### config.mk
export PLATFORM = sky130hd
export DESIGN_NAME = oneshot_multi
export DESIGN_NICKNAME = d
export VERILOG_FILES = /design/src/rtl/oneshot_pkg.sv /design/src/rtl/oneshot_chan.sv /design/src/rtl/oneshot_multi.sv
export SDC_FILE = /design/constraint.sdc
export NUM_CORES = 1
export LEC_CHECK = 0
export ABC_CLOCK_PERIOD_IN_PS = 2310
export CAP_MARGIN = 0
export CORE_MARGIN = 2
export CORE_UTILIZATION = 40
export CTS_BUF_LIST = sky130_fd_sc_hd__clkbuf_4 sky130_fd_sc_hd__clkbuf_8
export DETAILED_ROUTE_END_ITERATION = 12
export RECOVER_POWER = 100
export SYNTH_ARGS = -nofsm -noshare
export SYNTH_HDL_FRONTEND = slang
export SYNTH_HIERARCHICAL = 1
export SYNTH_SLANG_ARGS = --single-unit
### constraint.sdc
create_clock -name clk -period 2.31 [get_ports clk]
set_clock_uncertainty 0.2 [all_clocks]
set_input_delay 0.693 -clock clk [delete_from_list [all_inputs] [get_ports clk]]
set_output_delay 0.693 -clock clk [all_outputs]
set_load 0.01 [all_outputs]
### src/rtl/oneshot_pkg.sv
// Shared definitions for the multi-channel button one-shot.
package oneshot_pkg;

  typedef enum logic [1:0] {
    MODE_RISE = 2'b00,
    MODE_FALL = 2'b01,
    MODE_BOTH = 2'b10,
    MODE_OFF  = 2'b11
  } mode_t;

  // True when a debounced transition in direction 'rise' is selected by mode m.
  function automatic logic edge_qualifies(input mode_t m, input logic rise);
    logic q;
    q = 1'b0;
    case (m)
      MODE_RISE: q = rise;
      MODE_FALL: q = ~rise;
      MODE_BOTH: q = 1'b1;
      default:   q = 1'b0;
    endcase
    return q;
  endfunction

endpackage

### src/rtl/oneshot_chan.sv
// One channel: synchroniser, debouncer, edge qualifier and pulse stretcher.
module oneshot_chan
  import oneshot_pkg::*;
#(
  parameter int SYNC_STAGES     = 2,
  parameter int DEBOUNCE_CYCLES = 4,
  parameter int PULSE_LEN       = 5,
  parameter int RETRIGGER       = 1
) (
  input  logic  clk,
  input  logic  rst,
  input  logic  btn_in,
  input  mode_t mode,
  output logic  pulse,
  output logic  level,
  output logic  pulse_nxt
);

  localparam int DW = $clog2(DEBOUNCE_CYCLES) + 1;
  localparam int PW = $clog2(PULSE_LEN) + 1;
  localparam logic [DW-1:0] D_LAST = DW'(DEBOUNCE_CYCLES - 1);
  localparam logic [PW-1:0] P_LAST = PW'(PULSE_LEN - 1);

  logic [SYNC_STAGES-1:0] sync;
  logic [DW-1:0]          dcnt;
  logic [PW-1:0]          pcnt;
  logic [PW-1:0]          pcnt_nxt;
  logic                   s;
  logic                   raw_ev;
  logic                   ev_q;

  assign s = sync[SYNC_STAGES-1];

  // A new level is accepted on the cycle the counter has seen it stable long enough.
  assign raw_ev = (s != level) && (dcnt == D_LAST);
  assign ev_q   = raw_ev && edge_qualifies(mode, s);

  // Synchroniser chain and debounce counter; level keeps tracking in every mode.
  always_ff @(posedge clk) begin
    if (rst) begin
      sync  <= '0;
      level <= 1'b0;
      dcnt  <= '0;
    end else begin
      sync <= {sync[SYNC_STAGES-2:0], btn_in};
      if (s == level) begin
        dcnt <= '0;
      end else if (dcnt == D_LAST) begin
        level <= s;
        dcnt  <= '0;
      end else begin
        dcnt <= dcnt + DW'(1);
      end
    end
  end

  // Stretcher next state; an ignored retrigger falls through to normal countdown.
  always_comb begin
    pulse_nxt = pulse;
    pcnt_nxt  = pcnt;
    if (ev_q && (!pulse || (RETRIGGER != 0))) begin
      pulse_nxt = 1'b1;
      pcnt_nxt  = P_LAST;
    end else if (pcnt != '0) begin
      pcnt_nxt = pcnt - PW'(1);
    end else begin
      pulse_nxt = 1'b0;
    end
  end

  // Stretcher state register.
  always_ff @(posedge clk) begin
    if (rst) begin
      pulse <= 1'b0;
      pcnt  <= '0;
    end else begin
      pulse <= pulse_nxt;
      pcnt  <= pcnt_nxt;
    end
  end

endmodule

### src/rtl/oneshot_multi.sv
// CHANNELS independent button one-shots with a shared edge mode and busy flag.
module oneshot_multi
  import oneshot_pkg::*;
#(
  parameter int CHANNELS        = 4,
  parameter int SYNC_STAGES     = 2,
  parameter int DEBOUNCE_CYCLES = 4,
  parameter int PULSE_LEN       = 5,
  parameter int RETRIGGER       = 1
) (
  input  logic                clk,
  input  logic                rst,
  input  logic [CHANNELS-1:0] btn_in,
  input  logic [1:0]          mode,
  output logic [CHANNELS-1:0] pulse,
  output logic [CHANNELS-1:0] level,
  output logic                busy
);

  logic [CHANNELS-1:0] pulse_nxt;

  for (genvar i = 0; i < CHANNELS; i++) begin : g_chan
    oneshot_chan #(
      .SYNC_STAGES    (SYNC_STAGES),
      .DEBOUNCE_CYCLES(DEBOUNCE_CYCLES),
      .PULSE_LEN      (PULSE_LEN),
      .RETRIGGER      (RETRIGGER)
    ) u_chan (
      .clk      (clk),
      .rst      (rst),
      .btn_in   (btn_in[i]),
      .mode     (mode_t'(mode)),
      .pulse    (pulse[i]),
      .level    (level[i]),
      .pulse_nxt(pulse_nxt[i])
    );
  end

  // busy is built from next-state pulses so it lands on the same edge as pulse.
  always_ff @(posedge clk) begin
    if (rst) busy <= 1'b0;
    else     busy <= |pulse_nxt;
  end

endmodule

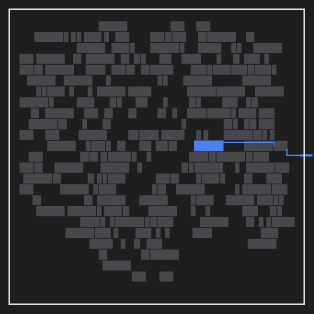
Run 1: port wiring
Drawn at 4 px/um.
legend:
  blue:
    port: `busy`
    bits: 1
    direction: output
    edge: right
    end_cells: 1
    wire: 19.0 um
IO buf count: 16
I/O pins: 17

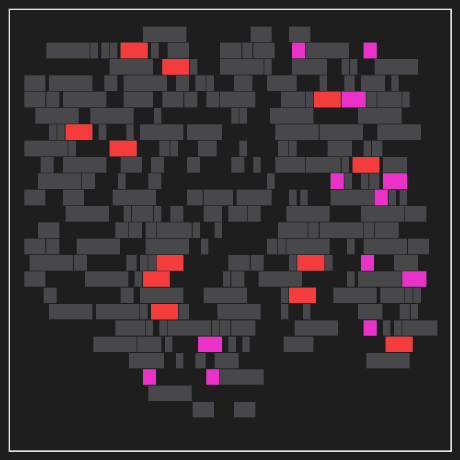
Run 1: selected gate families
Drawn at 6 px/um.
legend:
  red:
    family: adder and majority cells
    cells: 12
    most_used: ha_1
  magenta:
    family: AND and OR gates
    cells: 12
    most_used: and3_1
logic share of the area: 41.37%
most instantiated logic cell after routing: dfxtp_1
final instance count without filler cells: 279

==> metrics.csv, run 1 <==
stage;metric;value;unit
pwr;P_leak;0.001034;uW
floorplan;Core Area;4692;um^2
floorplan;Die ar.;5388;um^2
setup_path;CP Max Fanout;4;
final_timing;Final Setup Violations;0;
global_routing;largest net degree at the start of global routing;30;
detailed_routing;Met2 Wirelength;1.237;mm
final_timing;Achievable Freq;457.4;MHz
global_routing;met3 Use GR;5.487;%
setup_path;crit path kind;reg2out;
run;number of max-cap violations;0;
global_routing;GRT Overall Usage;11.79;%
detailed_routing;Via density;4.681;
detailed_routing;Iteration-0 DRC Markers;42;
run;stage-log warning count;26;
detailed_routing;met3 wire len;120;um
clocking;CTS Root Cell;clkbuf_8;
pwr;Pwr Total;2236;uW
clocking;clk latency late pin;0.30;ns
floorplan;FP Util;41.07;%
logic_synthesis;ys cells;195;
detailed_routing;drt drc;0;
final_timing;Slew @ Worst Pin;0.3781;ns
detailed_routing;final wirelength;2.818;mm
layout;Final Util;48.99;%
final_timing;max-slew headroom at the worst pin;74.53;%
clocking;hold bufs inserted after CTS;0;
logic_synthesis;sequential area share after synthesis;46.75;%
placement;gpl congestion;0.7621;
setup_path;CP top delay family;buffers and inverters;
layout;Fillers;456;
final_timing;Setup TNS;0;ns
final_timing;Fin Hold WS;0.2203;ns
logic_synthesis;Syn Inst Count;195;
global_routing;met2 Use GR;16.32;%
global_routing;GR Overflow Total;0;
global_routing;met1 Track Usage GR;15.53;%
layout;number of nets in the final layout;244;
clocking;H-tree levels;2;
layout;share of layout cells above drive strength 1;13.33;%
logic_synthesis;Synth Cell Area;1927;um^2
global_routing;Most Crowded Layer GR;met2;
detailed_routing;post-route ant nets;0;
detailed_routing;Top Metal Used;met4;
clocking;cts repair resizes;0;
logic_synthesis;synthesized area per cell;9.881;um^2
logic_synthesis;Post-Synth AOI/OAI Area;8.831;%
logic_synthesis;Cell Type Count;18;
layout;diode count;0;
clocking;CTS tree;done;
setup_path;crit-path cells;dlygate4sd3_1;
detailed_routing;DR WL/cell;10.10;um
logic_synthesis;Yosys reg bits;45;
clocking;Post-CTS Setup Bufs;0;
status;outcome;complete, no violations;
final_timing;RSZ-0062 raised after global routing;no;
setup_path;Worst setup EP type;primary output;
pwr;Pwr Density;972.7;nW/um^2
setup_path;critical path's largest stage delay;0.63;ns
final_timing;final hold violation count;0;
placement;Cell Area, Placed;2212;um^2
worst_hold_path;Tightest Hold Check Type;reg2reg;
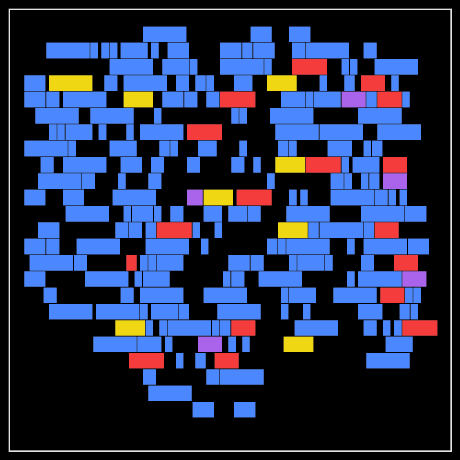
Run 1: drive-strength map
Drawn at 6 px/um.
legend:
  red:
    size: drive 2
    cells: 17
    share: 7.6%
    most_used: mux2_2
  purple:
    size: drive 3 to 4
    cells: 5
    share: 2.2%
    most_used: or3b_4
  blue:
    size: drive 1 or less
    cells: 195
    share: 87%
    most_used: dfxtp_1
  yellow:
    size: drive 6 and up
    cells: 8
    share: 3.6%
    most_used: clkbuf_8
post-layout instance area: 2298 um^2
count of non-CTS buffers in the layout: 22
Layout Area Growth over Synthesis: 19.29%
worst setup margin: 0.1237 ns

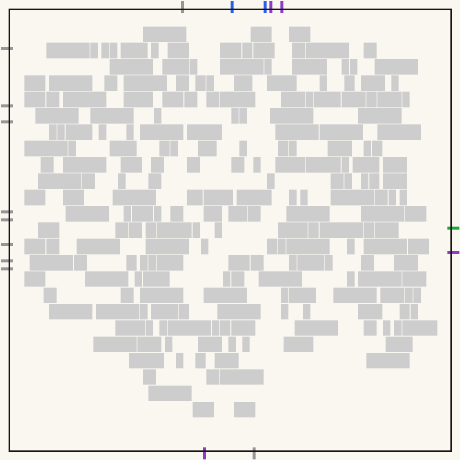
Run 1: I/O pins on the die edge
Drawn at 6 px/um. Pins as bars across the die edge, other pins in gray.
legend:
  blue:
    port: `mode`
    pins: 2
    direction: input
    edge: top
  green:
    port: `busy`
    pins: 1
    direction: output
    edge: right
  purple:
    port: `pulse`
    pins: 4
    direction: output
    edge: 2 top, 1 right, 1 bottom
chip height: 73.41 um
Die Span X: 73.41 um

[run 1: report_power, final]
part           leakage (uW)  total [uW]  internal, uW  switching, uW
registers          0.000368         973           895           78.0
logic              0.000612         741           447            293
clock network     0.0000542         522           270            251
total               0.00103        2240          1610            623
[run 1: path summary, 6_finish.rpt]
check	from	endpoint	slack (ns)	depth (start not counted)
setup / recovery	g_chan[3].u_chan/level	level[3]	0.12	1
hold / removal	g_chan[1].u_chan/dcnt[0]	g_chan[1].u_chan/dcnt[0]	0.22	1
setup reg to reg	g_chan[1].u_chan/pcnt[0]	busy	0.41	7
hold reg to reg	g_chan[1].u_chan/dcnt[0]	g_chan[1].u_chan/dcnt[0]	0.22	1
[run 1: synth_stat cells]
cell type | count | share of area (%)
nand2_1 | 16 | 3.1
nor4_1 | 1 | 0.32
nor2b_1 | 20 | 6.5
mux2_2 | 8 | 4.7
a21oi_1 | 8 | 2.1
a32oi_2 | 4 | 3.4
xor2_1 | 4 | 1.8
o2111a_1 | 4 | 2.3
mux2i_1 | 4 | 2.1
xnor2_2 | 4 | 3.4
and3_1 | 8 | 2.6
inv_1 | 20 | 3.9
or3b_4 | 4 | 2.3
o21ai_0 | 4 | 1.0
nor3_1 | 4 | 1.0
ha_1 | 12 | 7.8
dfxtp_1 | 45 | 47
nor2_1 | 25 | 4.9
[run 1: area by class of cell]
cell class	count	area share, %
clock buffer	7	4.192
clock inverter	1	0.2177
inverter	20	3.266
multi-input combinational	130	41.37
sequential	45	39.19
tap	54	2.940
timing repair buffer	22	8.819
[run 1: flip-flops by register name, indices dropped and copies added (netlist names)]
name / flops
g_chan.u_chan/pcnt: 16
g_chan.u_chan/dcnt: 12
g_chan.u_chan/sync: 8
g_chan.u_chan/level: 4
g_chan.u_chan/pulse: 4
busy: 1
==> run 2, diff against run 1 <==
--- a/config.mk
+++ b/config.mk
@@ -7,10 +7,13 @@
 export LEC_CHECK = 0
 export ABC_CLOCK_PERIOD_IN_PS = 2310
 export CAP_MARGIN = 0
+export CELL_PAD_IN_SITES_DETAIL_PLACEMENT = 0
+export CELL_PAD_IN_SITES_GLOBAL_PLACEMENT = 1
 export CORE_MARGIN = 2
 export CORE_UTILIZATION = 40
 export CTS_BUF_LIST = sky130_fd_sc_hd__clkbuf_4 sky130_fd_sc_hd__clkbuf_8
 export DETAILED_ROUTE_END_ITERATION = 12
+export PLACE_DENSITY_LB_ADDON = 0.1
 export RECOVER_POWER = 100
 export SYNTH_ARGS = -nofsm -noshare
 export SYNTH_HDL_FRONTEND = slang
==> run 2 against run 1 <==
Net effect: core utilization grew 0.21 points; largest power group unchanged; count of clock-buffer cells in the layout shrank 2; final cell count is the same; global-route usage grew 0.52 points; sequential power is essentially flat; sequential cell count is the same; sequential share of layout area shrank 0.17 points; area after synthesis is the same; register-to-register slack lost 0.09 ns; clock power grew 6.3%; non-clock buffer count grew 1; first-iteration DRC count shrank 24%.
==> metrics.csv, run 2 <==
stage;metric;value;unit;change
status;outcome;complete, no violations;;
run;stage-log warning count;26;;unchanged
worst_hold_path;hold path start;g_chan[3].u_chan/dcnt[0];;
final_timing;Final Setup Violations;0;;unchanged
logic_synthesis;cell taking the most area after synthesis;dfxtp_1;;
global_routing;GRT Overall Usage;12.31;%;+0.52 points
detailed_routing;drt drc;0;;unchanged
logic_synthesis;Syn Inst Count;195;;unchanged
setup_path;crit path kind;in2reg;;
setup_path;CP top delay family;buffers and inverters;;
clocking;H-tree levels;2;;unchanged
final_timing;max-slew headroom at the worst pin;55.67;%;-19 points
logic_synthesis;ys cells;195;;unchanged
layout;Layout Area Growth over Synthesis;19.80;%;
pwr;P_sw;623.8;uW;+0.16%
floorplan;Std-Cell Rows;25;;
pwr;P_leak;0.001038;uW;+0.40%
logic_synthesis;Top-area cell share;46.75;%;unchanged
detailed_routing;Top Metal Used;met4;;
layout;post-layout instance area;2308;um^2;+0.44%
final_timing;final hold violation count;0;;unchanged
layout;Biggest register;g_chan.u_chan/pcnt;;
pwr;sw frac;27.31;%;-0.55 points
clocking;CTS tree;done;;
logic_synthesis;Synth top cell by count;dfxtp_1;;
final_timing;Slew @ Worst Pin;0.6650;ns;+0.2869 ns
setup_path;R2R cell count;7;;unchanged
logic_synthesis;most common library cells after synthesis;45 x dfxtp_1, 25 x nor2_1, 20 x inv_1, 20 x nor2b_1, 16 x nand2_1;;
floorplan;I/O pins;17;;unchanged
run;number of max-cap violations;0;;unchanged
floorplan;Die ar.;5388;um^2;unchanged
detailed_routing;DR WL/cell;10.79;um;+6.8%
clocking;cts repair resizes;0;;unchanged
final_timing;RSZ-0062 raised after global routing;no;;
final_timing;Setup TNS;0;ns;unchanged
setup_path;crit-path cells;clkdlybuf4s50_1 > buf_4 > xor2_1 > a32oi_2 > nand2_1 > nor4_1 > nor2_1;;
final_timing;worst setup margin;0.1146;ns;-0.009157 ns
layout;diode count;0;;unchanged
layout;most instantiated logic cell after routing;dfxtp_1;;
detailed_routing;Iteration-0 DRC Markers;32;;-24%
pwr;logic gate share of total power;33.1;%;about the same
global_routing;largest net degree at the start of global routing;16;;-47%
setup_path;reg2reg start;g_chan[1].u_chan/pcnt[0];;
worst_hold_path;hold endpoint;g_chan[3].u_chan/dcnt[0];;
pwr;Power Internal;1660;uW;+3.0%
layout;share of layout cells above drive strength 1;13.33;%;unchanged
logic_synthesis;Yosys reg bits;45;;unchanged
setup_path;WP data arrival;2.16;ns;
pwr;Pwr Density;989.5;nW/um^2;+1.7%
setup_path;Worst setup EP type;flop;;
detailed_routing;met3 wire len;112;um;-6.7%
placement;gpl congestion;0.7084;;-7.0%
floorplan;chip height;73.41;um;unchanged
worst_hold_path;Hold Crit Depth;1;;unchanged
placement;Cell Area, Placed;2232;um^2;+0.91%
detailed_routing;final wirelength;3.010;mm;+6.8%
pwr;Reg power frac;42.6;%;-0.9 points
layout;number of nets in the final layout;245;;+0.41%
setup_path;critical path's largest stage delay;0.41;ns;-0.22 ns
layout;max reg flops;16;;unchanged
final_timing;Achievable Freq;455.5;MHz;-0.42%
layout;Final Util;49.20;%;+0.21 points
logic_synthesis;synthesized area per cell;9.881;um^2;unchanged
clocking;hold bufs inserted after CTS;0;;unchanged
logic_synthesis;Post-synth EDFFs;0;;unchanged
logic_synthesis;Cell Type Count;18;;unchanged
layout;final instance count without filler cells;279;;unchanged
logic_synthesis;sequential area share after synthesis;46.75;%;unchanged
setup_path;CP Max Fanout;8;;+4
logic_synthesis;Post-synth ARST share;0;%;unchanged
detailed_routing;post-route ant nets;0;;unchanged
detailed_routing;Met2 Wirelength;1.415;mm;+14%
detailed_routing;Via density;4.778;;+2.1%
logic_synthesis;Synth Flop Type;dfxtp_1;;
logic_synthesis;Ys Warns;6;;
floorplan;Core Area;4692;um^2;unchanged
floorplan;Die Span X;73.41;um;unchanged
setup_path;crit path launch;mode[0];;
pwr;clock share of power;24.3;%;+1.0 points
clocking;CTS Root Cell;clkbuf_8;;
clocking;clk latency late pin;0.29;ns;about the same
global_routing;GR Overflow Total;0;;unchanged
placement;IO buf count;16;;unchanged
final_timing;Fin Hold WS;0.2240;ns;+0.003654 ns
logic_synthesis;Synth Cell Area;1927;um^2;unchanged
logic_synthesis;Post-synth area hogs;dfxtp_1 47%, ha_1 7.8%, nor2b_1 6.5%, nor2_1 4.9%, mux2_2 4.7%;;
layout;largest registers;g_chan.u_chan/pcnt x16, g_chan.u_chan/dcnt x12, g_chan.u_chan/sync x8;;
[run 2: cell counts after synthesis]
Identical to the previous run, type by type.
[run 2: kinds of logic (layout without fill, tap and decap cells)]
logic type / count (synthesis) / in the layout / share of synthesized area, %
AOI/OAI and AO/OA: 20 / 20 / 8.831
muxes: 12 / 12 / 6.754
and+or+nand+nor: 78 / 78 / 20.78
xor gates and xnor gates: 8 / 8 / 5.194
buffers and inverters: 20 / 50 / 3.896
adders and majority gates: 12 / 12 / 7.792
DFF: 45 / 45 / 46.75
[run 2: area by class of cell]
cell class	instances	share of cell area [%]
Clock inverter	2	1.518
Tap cell	54	2.927
Inverter	20	3.252
Sequential cell	45	39.02
Timing Repair Buffer	23	9.106
Clock buffer	5	2.981
Multi-Input combinational cell	130	41.19
[run 2: worst reg2reg max path: cells and delay by family, from the launching register on]
kind / cells / cell delay [ns]
and+or+nand+nor: 5 / 1.01
DFF: 1 / 0.32
adders and majority gates: 1 / 0.22
buffers and inverters: 1 / 0.11
[run 2: worst max path at each step]
stage                      end  slack (ns)  depth (start not counted)
after floorplan           busy        0.50                          5
after global placement    busy       -0.04                          7
after detailed placement  busy       -0.17                          7
after CTS                 busy        0.13                          7
after global routing      busy        0.01                          7
final                     busy        0.11                          7
[run 2: per-layer routing]
metal | vias up | track usage [%]
li1 | 704 | -
met4 | 0 | 4.242
met5 | - | 0
met3 | 2 | 4.527
met2 | 18 | 20.42
met1 | 609 | 14.70
[run 2: power by group through the flow]
stage,clock (uW),combinational [uW],sequential (uW)
after floorplan,0,652,976
after global placement,0,734,988
after detailed placement,0,764,994
after CTS,580,766,976
after global routing,611,841,994
final,555,755,974
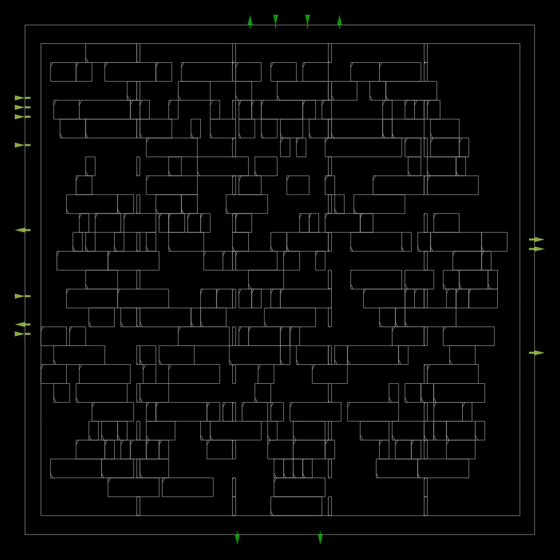
Run 2: placed standard cells
Flops: 45
fraction of area in registers: 39.02%
Fillers: 438

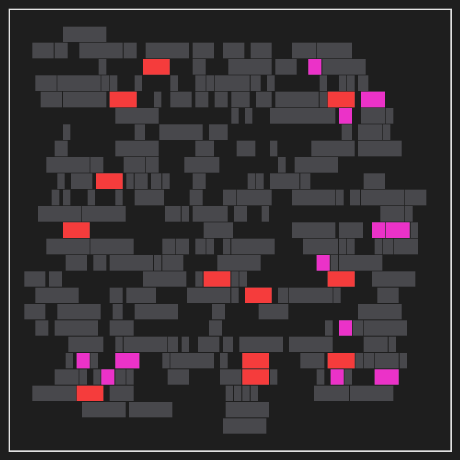
Run 2: selected gate families
Drawn at 6 px/um.
legend:
  magenta:
    family: AND and OR gates
    cells: 12
    most_used: and3_1
    where: widely spread
  red:
    family: adder and majority cells
    cells: 12
    most_used: ha_1
logic share of the area: 41.19%

Power figures rest on the tool's default switching activity, not on a simulated workload.
